$ cat src/rtl/rtc_pkg.sv
// Shared field layout, reset constants and calendar helpers for the RTC/calendar counter.
package rtc_pkg;

  localparam int unsigned TIME_W   = 17;
  localparam int unsigned DATE_W   = 17;

  localparam int unsigned SEC_LSB  = 0;
  localparam int unsigned SEC_W    = 6;
  localparam int unsigned MIN_LSB  = 6;
  localparam int unsigned MIN_W    = 6;
  localparam int unsigned HOUR_LSB = 12;
  localparam int unsigned HOUR_W   = 4;
  localparam int unsigned MER_BIT  = 16;

  localparam int unsigned DAY_LSB  = 0;
  localparam int unsigned DAY_W    = 5;
  localparam int unsigned MON_LSB  = 5;
  localparam int unsigned MON_W    = 5;
  localparam int unsigned YEAR_LSB = 10;
  localparam int unsigned YEAR_W   = 7;

  localparam logic MER_AM = 1'b0;
  localparam logic MER_PM = 1'b1;

  typedef struct packed {
    logic              mer;
    logic [HOUR_W-1:0] hour;
    logic [MIN_W-1:0]  min;
    logic [SEC_W-1:0]  sec;
  } rtc_time_t;

  typedef struct packed {
    logic [YEAR_W-1:0] year;
    logic [MON_W-1:0]  month;
    logic [DAY_W-1:0]  day;
  } rtc_date_t;

  localparam rtc_time_t TIME_RST = '{mer: MER_AM, hour: 4'd12, min: 6'd0, sec: 6'd0};
  localparam rtc_date_t DATE_RST = '{year: 7'd0, month: 5'd1, day: 5'd1};

  // Every year in 2000..2099 divisible by 4 is a leap year.
  function automatic logic [DAY_W-1:0] days_in_month(input logic [MON_W-1:0]  month,
                                                     input logic [YEAR_W-1:0] year);
    logic [DAY_W-1:0] dim;
    case (month)
      5'd4, 5'd6, 5'd9, 5'd11: dim = 5'd30;
      5'd2:                    dim = (year[1:0] == 2'b00) ? 5'd29 : 5'd28;
      default:                 dim = 5'd31;
    endcase
    return dim;
  endfunction

  function automatic rtc_time_t sanitise_time(input logic [TIME_W-1:0] w);
    rtc_time_t t;
    t = rtc_time_t'(w);
    if (t.sec > 6'd59) t.sec = '0;
    if (t.min > 6'd59) t.min = '0;
    if ((t.hour == 4'd0) || (t.hour > 4'd12)) t.hour = 4'd12;
    return t;
  endfunction

  // Month and year are fixed up first so the day clamp uses legal values.
  function automatic rtc_date_t sanitise_date(input logic [DATE_W-1:0] w);
    rtc_date_t        d;
    logic [DAY_W-1:0] dim;
    d = rtc_date_t'(w);
    if (d.year > 7'd99) d.year = '0;
    if ((d.month == 5'd0) || (d.month > 5'd12)) d.month = 5'd1;
    if (d.day == 5'd0) d.day = 5'd1;
    dim = days_in_month(d.month, d.year);
    if (d.day > dim) d.day = dim;
    return d;
  endfunction

endpackage

$ cat src/rtl/rtc_calendar_counter_if.sv
// Load/hold controls from the control stage and live time/date back to it.
interface rtc_calendar_counter_if;
  import rtc_pkg::*;

  logic              HOLD;
  logic              LOAD;
  logic [TIME_W-1:0] LOAD_TIME;
  logic [DATE_W-1:0] LOAD_DATE;
  logic [TIME_W-1:0] CUR_TIME;
  logic [DATE_W-1:0] CUR_DATE;
  logic              SEC_PULSE;
  logic              DAY_PULSE;

  modport master (
    output HOLD, LOAD, LOAD_TIME, LOAD_DATE,
    input  CUR_TIME, CUR_DATE, SEC_PULSE, DAY_PULSE
  );

  modport slave (
    input  HOLD, LOAD, LOAD_TIME, LOAD_DATE,
    output CUR_TIME, CUR_DATE, SEC_PULSE, DAY_PULSE
  );
endinterface

$ cat src/rtl/rtc_prescaler.sv
// Divides CLK down to a one-cycle TICK per second; HOLD freezes, CLEAR restarts the count.
module rtc_prescaler #(
  parameter int unsigned TICKS_PER_SEC = 50000000,
  parameter int unsigned PRESCALE_W    = 26
) (
  input  logic CLK,
  input  logic RESET,
  input  logic HOLD,
  input  logic CLEAR,
  output logic TICK
);

  localparam logic [PRESCALE_W-1:0] TERM = PRESCALE_W'(TICKS_PER_SEC - 1);

  logic [PRESCALE_W-1:0] r_count;
  logic                  w_term;

  assign w_term = (r_count == TERM);
  assign TICK   = w_term & ~HOLD & ~CLEAR & ~RESET;

  always_ff @(posedge CLK) begin
    if (RESET || CLEAR) begin
      r_count <= '0;
    end else if (!HOLD) begin
      r_count <= w_term ? '0 : r_count + PRESCALE_W'(1);
    end
  end

endmodule

$ cat src/rtl/rtc_calendar_counter.sv
// Live 12-hour clock and 2000..2099 calendar: loads sanitised settings or ripples one second per tick.
module rtc_calendar_counter
  import rtc_pkg::*;
#(
  parameter int unsigned TICKS_PER_SEC = 50000000,
  parameter int unsigned PRESCALE_W    = 26
) (
  input  logic                 CLK,
  input  logic                 RESET,
  rtc_calendar_counter_if.slave bus
);

  rtc_time_t        r_time;
  rtc_date_t        r_date;
  logic             r_sec_pulse;
  logic             r_day_pulse;

  logic             w_tick;
  rtc_time_t        w_next_time;
  rtc_date_t        w_next_date;
  logic             w_day_carry;
  logic [DAY_W-1:0] w_dim;

  rtc_prescaler #(
    .TICKS_PER_SEC (TICKS_PER_SEC),
    .PRESCALE_W    (PRESCALE_W)
  ) u_prescaler (
    .CLK   (CLK),
    .RESET (RESET),
    .HOLD  (bus.HOLD),
    .CLEAR (bus.LOAD),
    .TICK  (w_tick)
  );

  assign w_dim = days_in_month(r_date.month, r_date.year);

  // One-second ripple: sec -> min -> hour/meridian -> day -> month -> year.
  always_comb begin
    w_next_time = r_time;
    w_next_date = r_date;
    w_day_carry = 1'b0;

    if (r_time.sec == 6'd59) begin
      w_next_time.sec = '0;
      if (r_time.min == 6'd59) begin
        w_next_time.min = '0;
        if (r_time.hour == 4'd12) begin
          w_next_time.hour = 4'd1;
        end else begin
          w_next_time.hour = r_time.hour + 4'd1;
          if (r_time.hour == 4'd11) begin
            w_next_time.mer = ~r_time.mer;
            w_day_carry     = (r_time.mer == MER_PM);
          end
        end
      end else begin
        w_next_time.min = r_time.min + 6'd1;
      end
    end else begin
      w_next_time.sec = r_time.sec + 6'd1;
    end

    if (w_day_carry) begin
      if (r_date.day == w_dim) begin
        w_next_date.day = 5'd1;
        if (r_date.month == 5'd12) begin
          w_next_date.month = 5'd1;
          w_next_date.year  = (r_date.year == 7'd99) ? 7'd0 : r_date.year + 7'd1;
        end else begin
          w_next_date.month = r_date.month + 5'd1;
        end
      end else begin
        w_next_date.day = r_date.day + 5'd1;
      end
    end
  end

  always_ff @(posedge CLK) begin
    if (RESET) begin
      r_time      <= TIME_RST;
      r_date      <= DATE_RST;
      r_sec_pulse <= 1'b0;
      r_day_pulse <= 1'b0;
    end else if (bus.LOAD) begin
      r_time      <= sanitise_time(bus.LOAD_TIME);
      r_date      <= sanitise_date(bus.LOAD_DATE);
      r_sec_pulse <= 1'b0;
      r_day_pulse <= 1'b0;
    end else if (w_tick) begin
      r_time      <= w_next_time;
      r_date      <= w_next_date;
      r_sec_pulse <= 1'b1;
      r_day_pulse <= w_day_carry;
    end else begin
      r_sec_pulse <= 1'b0;
      r_day_pulse <= 1'b0;
    end
  end

  assign bus.CUR_TIME  = r_time;
  assign bus.CUR_DATE  = r_date;
  assign bus.SEC_PULSE = r_sec_pulse;
  assign bus.DAY_PULSE = r_day_pulse;

endmodule

$ cat src/flat_wrapper.sv
// flat-port wrapper written by rule: the top's interface ports become plain ports
module rtc_calendar_counter_flat import rtc_pkg::*;
#(
  parameter int unsigned TICKS_PER_SEC = 50000000,
  parameter int unsigned PRESCALE_W    = 26
)
  (CLK, RESET, bus_HOLD, bus_LOAD, bus_LOAD_TIME, bus_LOAD_DATE, bus_CUR_TIME, bus_CUR_DATE, bus_SEC_PULSE, bus_DAY_PULSE);
  rtc_calendar_counter_if bus_i ();
  input  logic CLK;
  input  logic RESET;
  input wire logic [$bits(bus_i.HOLD)-1:0] bus_HOLD;
  input wire logic [$bits(bus_i.LOAD)-1:0] bus_LOAD;
  input wire logic [$bits(bus_i.LOAD_TIME)-1:0] bus_LOAD_TIME;
  input wire logic [$bits(bus_i.LOAD_DATE)-1:0] bus_LOAD_DATE;
  output wire logic [$bits(bus_i.CUR_TIME)-1:0] bus_CUR_TIME;
  output wire logic [$bits(bus_i.CUR_DATE)-1:0] bus_CUR_DATE;
  output wire logic [$bits(bus_i.SEC_PULSE)-1:0] bus_SEC_PULSE;
  output wire logic [$bits(bus_i.DAY_PULSE)-1:0] bus_DAY_PULSE;
  assign bus_i.HOLD = bus_HOLD;
  assign bus_i.LOAD = bus_LOAD;
  assign bus_i.LOAD_TIME = bus_LOAD_TIME;
  assign bus_i.LOAD_DATE = bus_LOAD_DATE;
  assign bus_CUR_TIME = bus_i.CUR_TIME;
  assign bus_CUR_DATE = bus_i.CUR_DATE;
  assign bus_SEC_PULSE = bus_i.SEC_PULSE;
  assign bus_DAY_PULSE = bus_i.DAY_PULSE;
  rtc_calendar_counter #(.TICKS_PER_SEC(TICKS_PER_SEC), .PRESCALE_W(PRESCALE_W)) u_core (.CLK(CLK), .RESET(RESET), .bus(bus_i));
endmodule
$ cat config.mk
export PLATFORM = sky130hd
export DESIGN_NAME = rtc_calendar_counter_flat
export DESIGN_NICKNAME = d
export VERILOG_FILES = /design/src/rtl/rtc_pkg.sv /design/src/rtl/rtc_calendar_counter_if.sv /design/src/rtl/rtc_prescaler.sv /design/src/rtl/rtc_calendar_counter.sv /design/src/flat_wrapper.sv
export SDC_FILE = /design/constraint.sdc
export NUM_CORES = 1
export LEC_CHECK = 0
export CORE_ASPECT_RATIO = 1.4
export CORE_MARGIN = 4
export CORE_UTILIZATION = 35
export CTS_CLUSTER_SIZE = 16
export DETAILED_ROUTE_END_ITERATION = 16
export SYNTH_ARGS = -nofsm -noshare
export SYNTH_HDL_FRONTEND = slang
export SYNTH_HIERARCHICAL = 1
export SYNTH_SLANG_ARGS = --single-unit
$ cat constraint.sdc
create_clock -name CLK -period 3.3 [get_ports CLK]
set_clock_uncertainty 0.2 [all_clocks]
set_input_delay 0.495 -clock CLK [delete_from_list [all_inputs] [get_ports CLK]]
set_output_delay 0.495 -clock CLK [all_outputs]
set_load 0.02 [all_outputs]
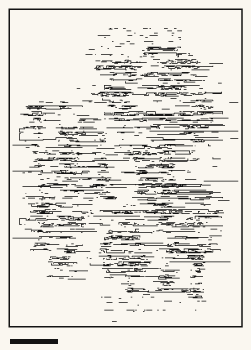
(run_1/m1.png)
The bar under the picture is 20 µm long.
main direction: horizontal
nets with wire on the layer: 551
share of all routed wire: 42%
longest straight run: 36.8 µm
Routed WL: 10,600 µm
M1 GR Usage: 19.7%
vias: 3,914

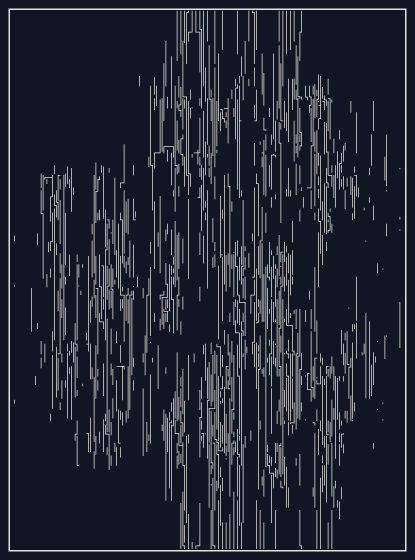
(run_1/m2.png)
longest straight run: 48.8 µm
share of all routed wire: 52%
wire length on this layer: 5,570 µm
main direction: vertical
nets with wire on the layer: 521
Global Route met2 Usage: 29.9%

==> results.json, run 1 <==
{
  "run_status": "complete, no violations",
  "regArea_mm2": 0.00124,
  "maxCapViolations": 0,
  "nFillCells": 1035,
  "ys_chip_area_mm2": 0.00382,
  "io_pins": 74,
  "total_power_uw": 1950,
  "hold_viol": 0,
  "synth_cell_types": 69,
  "vdd_drop_max_mv": 0.303,
  "antenna_left": 0,
  "layout_min_cycle_time_ps": 3200,
  "tightest_slew_ps": 554,
  "ys.flop_type": "dfxtp_1",
  "clock_sinks": 62,
  "h-tree-depth": 3,
  "drive_gt1_share_pct": 11.3,
  "slew_viol_final": 0,
  "crit_fanout": 9,
  "grt_pass1_vias": 3748,
  "path_buffers": 0,
  "diodes": 0,
  "cts_tree": "built",
  "yosysCellCount": 470,
  "synth.top_cell.area_share_pct": 32.5,
  "viasPerCell": 5.56,
  "synth_seq_share_pct": 32.5,
  "drtIter0Drc": 267,
  "finalClockPeriodUsage_pct": 97.0,
  "num_rows": 44,
  "fp.dieW_um": 96.3,
  "fin_nets": 613,
  "cts_root_buf": "clkbuf_16",
  "die_height_um": 132,
  "yosys.area.top_type": "dfxtp_1",
  "power_density_mw_per_mm2": 382,
  "cts_buffer_depth": 2,
  "chipArea_mm2": 0.0127,
  "insertion_delay_ps": 320,
  "synth_flops": 62,
  "synth-async-reset-ratio_pct": 0,
  "critPathSlowestCell": "or4_4",
  "dp_cells": 687,
  "worst_slack_ps": 98.9,
  "antenna_found_initial": 0,
  "synth-edff-count": 0,
  "cts_made_buffers": 9,
  "synth_cells": 470,
  "fp-utilization_pct": 36.3
}
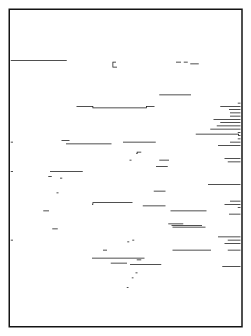
(run_1/m3.png)
main direction: horizontal
wire length on this layer: 457 µm
nets with wire on the layer: 52
longest straight run: 23.0 µm
met3 usage: 3.15%

-- run 1: cells by family after synthesis --
group	count (synthesis)	share of synthesized area [%]
and+or+nand+nor	199	28.7
muxes	7	1.87
AOI/OAI and AO/OA	127	23.1
buffers and inverters	41	4.66
xor gates and xnor gates	20	4.59
DFF	62	32.5
adders and majority gates	14	4.59
-- run 1: registers in the layout (all words and copies together) (netlist names) --
signal and flops:
u_core/bus.CUR_TIME 17, u_core/bus.DAY_PULSE 1, u_core/u_prescaler/r_count 26, u_core/bus.SEC_PULSE 1, u_core/bus.CUR_DATE 17
-- run 1: cell usage in the layout, fill, tap and decap left out, types with 14 or more instances in the layout --
cell type,n
nand2_1,28
dfxtp_1,61
a21oi_1,29
ha_1,14
nor3_1,18
o21ai_0,22
nand3_1,32
nor2_1,46
inv_1,20
buf_4,28
clkdlybuf4s50_1,73
-- run 1: area by class of cell --
class,instances,area share (%)
multi-input cells,367,47.1
clock inverters,6,0.760
well taps,138,3.38
inverters,20,1.47
flip-flops and latches,62,24.3
repair buffers,101,18.4
clock buffers,10,4.49
-- run 1: power by group --
group          leakage [µW]  switching [µW]  internal (µW)
combinational       0.00115             157            149
clock              0.000128             329            504
sequential         0.000506            37.9            774
total               0.00179             524           1430
-- run 1: final timing paths --
| check | slack [ps] | endpoint | start |
|---|---|---|---|
| worst min-delay path | 270 | u_core/u_prescaler/r_count[25]$_SDFFE_PP0N_ | u_core/u_prescaler/r_count[25]$_SDFFE_PP0N_ |
| worst max-delay path | 100 | u_core/bus.CUR_DATE[10]$_SDFFE_PP0P_ | u_core/u_prescaler/r_count[10]$_SDFFE_PP0N_ |
| worst max register to register | 100 | u_core/bus.CUR_DATE[10]$_SDFFE_PP0P_ | u_core/u_prescaler/r_count[10]$_SDFFE_PP0N_ |
| worst min register to register | 270 | u_core/u_prescaler/r_count[25]$_SDFFE_PP0N_ | u_core/u_prescaler/r_count[25]$_SDFFE_PP0N_ |
-- run 1: through the flow --
stage / setup TNS (ps) / cell area (µm²)
2_1_floorplan: -110 / 3820
3_3_place_gp: -2550 / 4820
3_5_place_dp: -3040 / 4820
4_1_cts: 0 / 5090
5_1_grt: -120 / 5100
6_report: 0 / 5100
-- run 1: timing repair --
item	in CTS	in global routing
hold buffers	0	0
setup endpoints to repair	4	6
pin swaps	1	0
resized	0	2
hold endpoints to repair	0	0
setup buffers	0	1
-- run 1: metal layers --
| layer | global-route usage (%) | routed length (µm) |
|---|---|---|
| met5 | 0 | 0 |
| met1 | 19.7 | 4440 |
| met3 | 3.15 | 456 |
| met2 | 29.9 | 5570 |
| met4 | 5.14 | 163 |
-- run 1: worst reg2reg max path, stage by stage (launching register included) --
cell      delay [ps]
dfxtp_1          300
or4_1            520
or4_4            540
nor3_2           120
and2_4           160
nand4_1          190
nor4_4           280
a41oi_2          320
a221oi_1         360
a211oi_1          80
## Run 2: what changed since run 1
Settings changed: CTS_CLUSTER_DIAMETER set to 60.
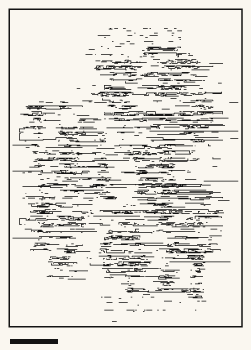
(run_2/m1.png)
The bar under the picture is 20 µm long.
main direction: horizontal
wire length on this layer: 4,440 µm
longest straight run: 36.8 µm
share of all routed wire: 42%
nets with wire on the layer: 551

==> results.json, run 2 <==
{
  "run_status": "complete, no violations",
  "ys.flop_type": "dfxtp_1",
  "finalClockPeriodUsage_pct": 97.0,
  "die_height_um": 132,
  "via_count": 3914,
  "slew_viol_final": 0,
  "worst_slack_ps": 98.9,
  "yosys.area.top_type": "dfxtp_1",
  "pwr-share-clk_pct": 42.7,
  "tightest_slew_ps": 554,
  "routed_wl_um": 10600,
  "diodes": 0,
  "chipArea_mm2": 0.0127,
  "antenna_found_initial": 0,
  "dpl_cell_area_mm2": 0.00482,
  "p_sw_uw": 524,
  "synth_flops": 62,
  "cts_tree": "built",
  "fp.dieW_um": 96.3,
  "route.met3.wl_um": 456,
  "cts_buffer_depth": 2,
  "wl_met1_um": 4440,
  "vdd_drop_max_mv": 0.303,
  "fp-utilization_pct": 36.3,
  "critPathSlowestCell": "or4_4",
  "intPower_uw": 1430,
  "ys_chip_area_mm2": 0.00382,
  "cts_hold_buf": 0,
  "met2_wirelength_um": 5570,
  "fin_nets": 613,
  "lay_top_count": "clkdlybuf4s50_1",
  "cts_made_buffers": 9,
  "synth.top_cell.area_share_pct": 32.5,
  "antenna_left": 0,
  "power_density_mw_per_mm2": 382,
  "switching_share_pct": 26.8,
  "maxUsedRoutingLayer": "met4",
  "largest_register": "u_core/u_prescaler/r_count",
  "synth-edff-count": 0,
  "yosysCellCount": 470,
  "crit_fanout": 9,
  "io_pins": 74,
  "synth_cell_types": 69,
  "drive_gt1_share_pct": 11.3,
  "design_area_mm2": 0.00510,
  "cts_root_buf": "clkbuf_16",
  "combPwrFrac_pct": 15.7,
  "num_rows": 44,
  "seqPwrFrac_pct": 41.6,
  "drtIter0Drc": 267,
  "largest_register_ffs": 26,
  "nFillCells": 1035,
  "synth_cells": 470,
  "grt_pass1_vias": 3748,
  "final_cell_mix": "73 x clkdlybuf4s50_1, 61 x dfxtp_1, 46 x nor2_1",
  "synth_seq_share_pct": 32.5,
  "insertion_delay_ps": 320,
  "path_buffers": 0,
  "layout_min_cycle_time_ps": 3200,
  "hold_viol": 0,
  "maxCapViolations": 0,
  "total_power_uw": 1950,
  "viasPerCell": 5.56
}
-- run 2: cell counts in the layout (fill, tap and decap cells not counted) --
No cell type changed its count.
-- run 2: kinds of logic (layout without fill, tap and decap cells) --
| group | after synthesis | in the layout | share of synthesized area, % |
|---|---|---|---|
| buf+inv | 41 | 137 | 4.66 |
| mux | 7 | 7 | 1.87 |
| flops | 62 | 62 | 32.5 |
| compound gates | 127 | 127 | 23.1 |
| xor+xnor | 20 | 20 | 4.59 |
| fa+ha+maj | 14 | 14 | 4.59 |
| simple gates | 199 | 199 | 28.7 |
-- run 2: power groups by stage --
| stage | clock network [µW] | logic (µW) | registers, µW |
|---|---|---|---|
| after floorplan | 0 | 140 | 846 |
| after global placement | 0 | 302 | 827 |
| after detailed placement | 0 | 305 | 828 |
| after CTS | 857 | 306 | 812 |
| after global routing | 892 | 335 | 816 |
| final | 833 | 306 | 812 |
-- run 2: path summary, 6_finish.rpt --
kind | to | slack [ps] | from | cells past startpoint
hold reg to reg | u_core/u_prescaler/r_count[25]$_SDFFE_PP0N_ | 270 | u_core/u_prescaler/r_count[25]$_SDFFE_PP0N_ | 2
setup reg to reg | u_core/bus.CUR_DATE[10]$_SDFFE_PP0P_ | 100 | u_core/u_prescaler/r_count[10]$_SDFFE_PP0N_ | 9
setup / recovery | u_core/bus.CUR_DATE[10]$_SDFFE_PP0P_ | 100 | u_core/u_prescaler/r_count[10]$_SDFFE_PP0N_ | 9
hold / removal | u_core/u_prescaler/r_count[25]$_SDFFE_PP0N_ | 270 | u_core/u_prescaler/r_count[25]$_SDFFE_PP0N_ | 2
-- run 2: final cells by class --
class                           count  area [µm²]  share of cell area, %
Multi-Input combinational cell    367        2400                   47.1
Clock inverter                      6        38.8                  0.760
Inverter                           20        75.1                   1.47
Tap cell                          138         173                   3.38
Sequential cell                    62        1240                   24.3
Clock buffer                       10         229                   4.49
Timing Repair Buffer              101         941                   18.4
-- run 2: timing repair --
item                       CTS  global route
resized                      0             2
setup endpoints to repair    4             6
pin swaps                    1             0
buffers inserted             0             1
-- run 2: worst reg2reg max path, stage by stage, from the launching register on --
cell	delay, ps
dfxtp_1	300
or4_1	520
or4_4	540
nor3_2	120
and2_4	160
nand4_1	190
nor4_4	280
a41oi_2	320
a221oi_1	360
a211oi_1	80
-- run 2: stage by stage --
stage	utilization, %	instances	TNS (ps)	hold WS [ps]
2_1_floorplan	-	470	-110	247
3_3_place_gp	45.8	687	-2550	260
3_5_place_dp	45.8	687	-3040	266
4_1_cts	48.4	703	0	270
5_1_grt	48.5	704	-120	296
6_report	48.5	704	0	273
-- run 2: layer usage --
| metal | vias to the layer above | track usage, % |
|---|---|---|
| li1 | 1966 | - |
| met1 | 1838 | 19.7 |
| met2 | 94 | 29.9 |
| met3 | 16 | 3.15 |
| met4 | 0 | 5.14 |
| met5 | - | 0 |
## Run 3: what changed since run 2
Settings changed: SKIP_CTS_REPAIR_TIMING set to 1.
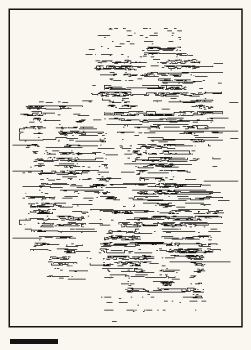
(run_3/m1.png)
The bar under the picture is 20 µm long.
nets with wire on the layer: 549
main direction: horizontal
wire length on this layer: 4,440 µm
vias: 3,895
Routed WL: 10,600 µm

==> results.json, run 3 <==
{
  "drive_gt1_share_pct": 12.0,
  "diodes": 0,
  "seqPwrFrac_pct": 41.5,
  "worst_slack_ps": -99.3,
  "synth.logic.top_family": "simple AND/OR/NAND/NOR gates",
  "fa_ha_area_share_pct": 4.59,
  "p_sw_uw": 529,
  "cts_tree": "built",
  "antenna_left": 0,
  "setup_viol": 2,
  "maxCapViolations": 0,
  "drtIter0Drc": 254,
  "cts_root_buf": "clkbuf_16",
  "run_status": "finished with violations",
  "cts_buffer_depth": 2,
  "io_pins": 74,
  "layout_min_cycle_time_ps": 3400,
  "yosysCellCount": 470,
  "slew_viol_final": 0,
  "ys.flop_type": "dfxtp_1",
  "dpl_cell_area_mm2": 0.00482,
  "largest_register": "u_core/u_prescaler/r_count",
  "crit_fanout": 3,
  "chipArea_mm2": 0.0127,
  "switching_share_pct": 27.0,
  "violations": "negative setup slack",
  "grt_pass1_vias": 3748,
  "pwr-share-clk_pct": 42.7,
  "fp-utilization_pct": 36.3,
  "synth-edff-count": 0,
  "r2r_start": "u_core/u_prescaler/r_count[10]$_SDFFE_PP0N_",
  "finalClockPeriodUsage_pct": 103,
  "min_from": "u_core/u_prescaler/r_count[25]$_SDFFE_PP0N_",
  "synth_cells": 470,
  "nFillCells": 1032,
  "xor_share_pct": 4.59,
  "ys_chip_area_mm2": 0.00382,
  "fin_nets": 613,
  "synth.top_cell.area_share_pct": 32.5,
  "power_density_mw_per_mm2": 380
}
run 3: cell counts after synthesis:
No cell type changed its count.
run 3: stage by stage:
stage	worst slack [ps]	total power [µW]	util, %
after floorplan	-110	985	-
after global placement	-317	1130	45.8
after detailed placement	-332	1130	45.8
after CTS	-44.9	1980	48.4
after global routing	-226	2050	49.0
final	-99.3	1960	49.0
run 3: power by group through the flow:
stage	sequential, µW	combinational (µW)	clock (µW)
3_5_place_dp	828	305	0
4_1_cts	812	306	857
6_report	812	310	836
5_1_grt	816	339	892
3_3_place_gp	827	302	0
2_1_floorplan	846	140	0
run 3: worst paths after layout:
path,depth (start not counted),endpoint,slack [ps]
worst max register to register,10,u_core/bus.CUR_DATE[9]$_SDFFE_PP0P_,-100
worst max-delay path,10,u_core/bus.CUR_DATE[9]$_SDFFE_PP0P_,-100
worst min register to register,2,u_core/u_prescaler/r_count[25]$_SDFFE_PP0N_,270
worst min-delay path,2,u_core/u_prescaler/r_count[25]$_SDFFE_PP0N_,270
run 3: cell type report:
cell class,instances,area (µm²),share of cell area (%)
clock buffer,10,229,4.45
clock inverter,6,38.8,0.754
inverter,20,75.1,1.46
multi-input combinational,367,2440,47.4
sequential,62,1240,24.2
tap,138,173,3.35
timing repair buffer,101,947,18.4
run 3: cells by family (layout without fill, tap and decap cells):
logic type / Yosys count / in the layout
and+or+nand+nor: 199 / 199
AOI/OAI and AO/OA: 127 / 127
DFF: 62 / 62
buffers and inverters: 41 / 137
xor gates and xnor gates: 20 / 20
adders and majority gates: 14 / 14
muxes: 7 / 7
run 3: critical path, cell delays in order, from the launching register on:
cell	delay, ps
dfxtp_2	310
or4_1	510
or4_4	440
nor3_2	160
and2_4	160
nand4_1	180
nor4_4	430
buf_4	200
nand3_4	80
or4_4	450
a211oi_2	200
run 3: layer usage:
layer / GRT usage, % / wire, µm
met5: 0 / 0
met4: 5.14 / 159
met3: 3.15 / 437
met2: 29.9 / 5600
met1: 19.7 / 4440
Power is estimated from default activity; no workload was simulated.
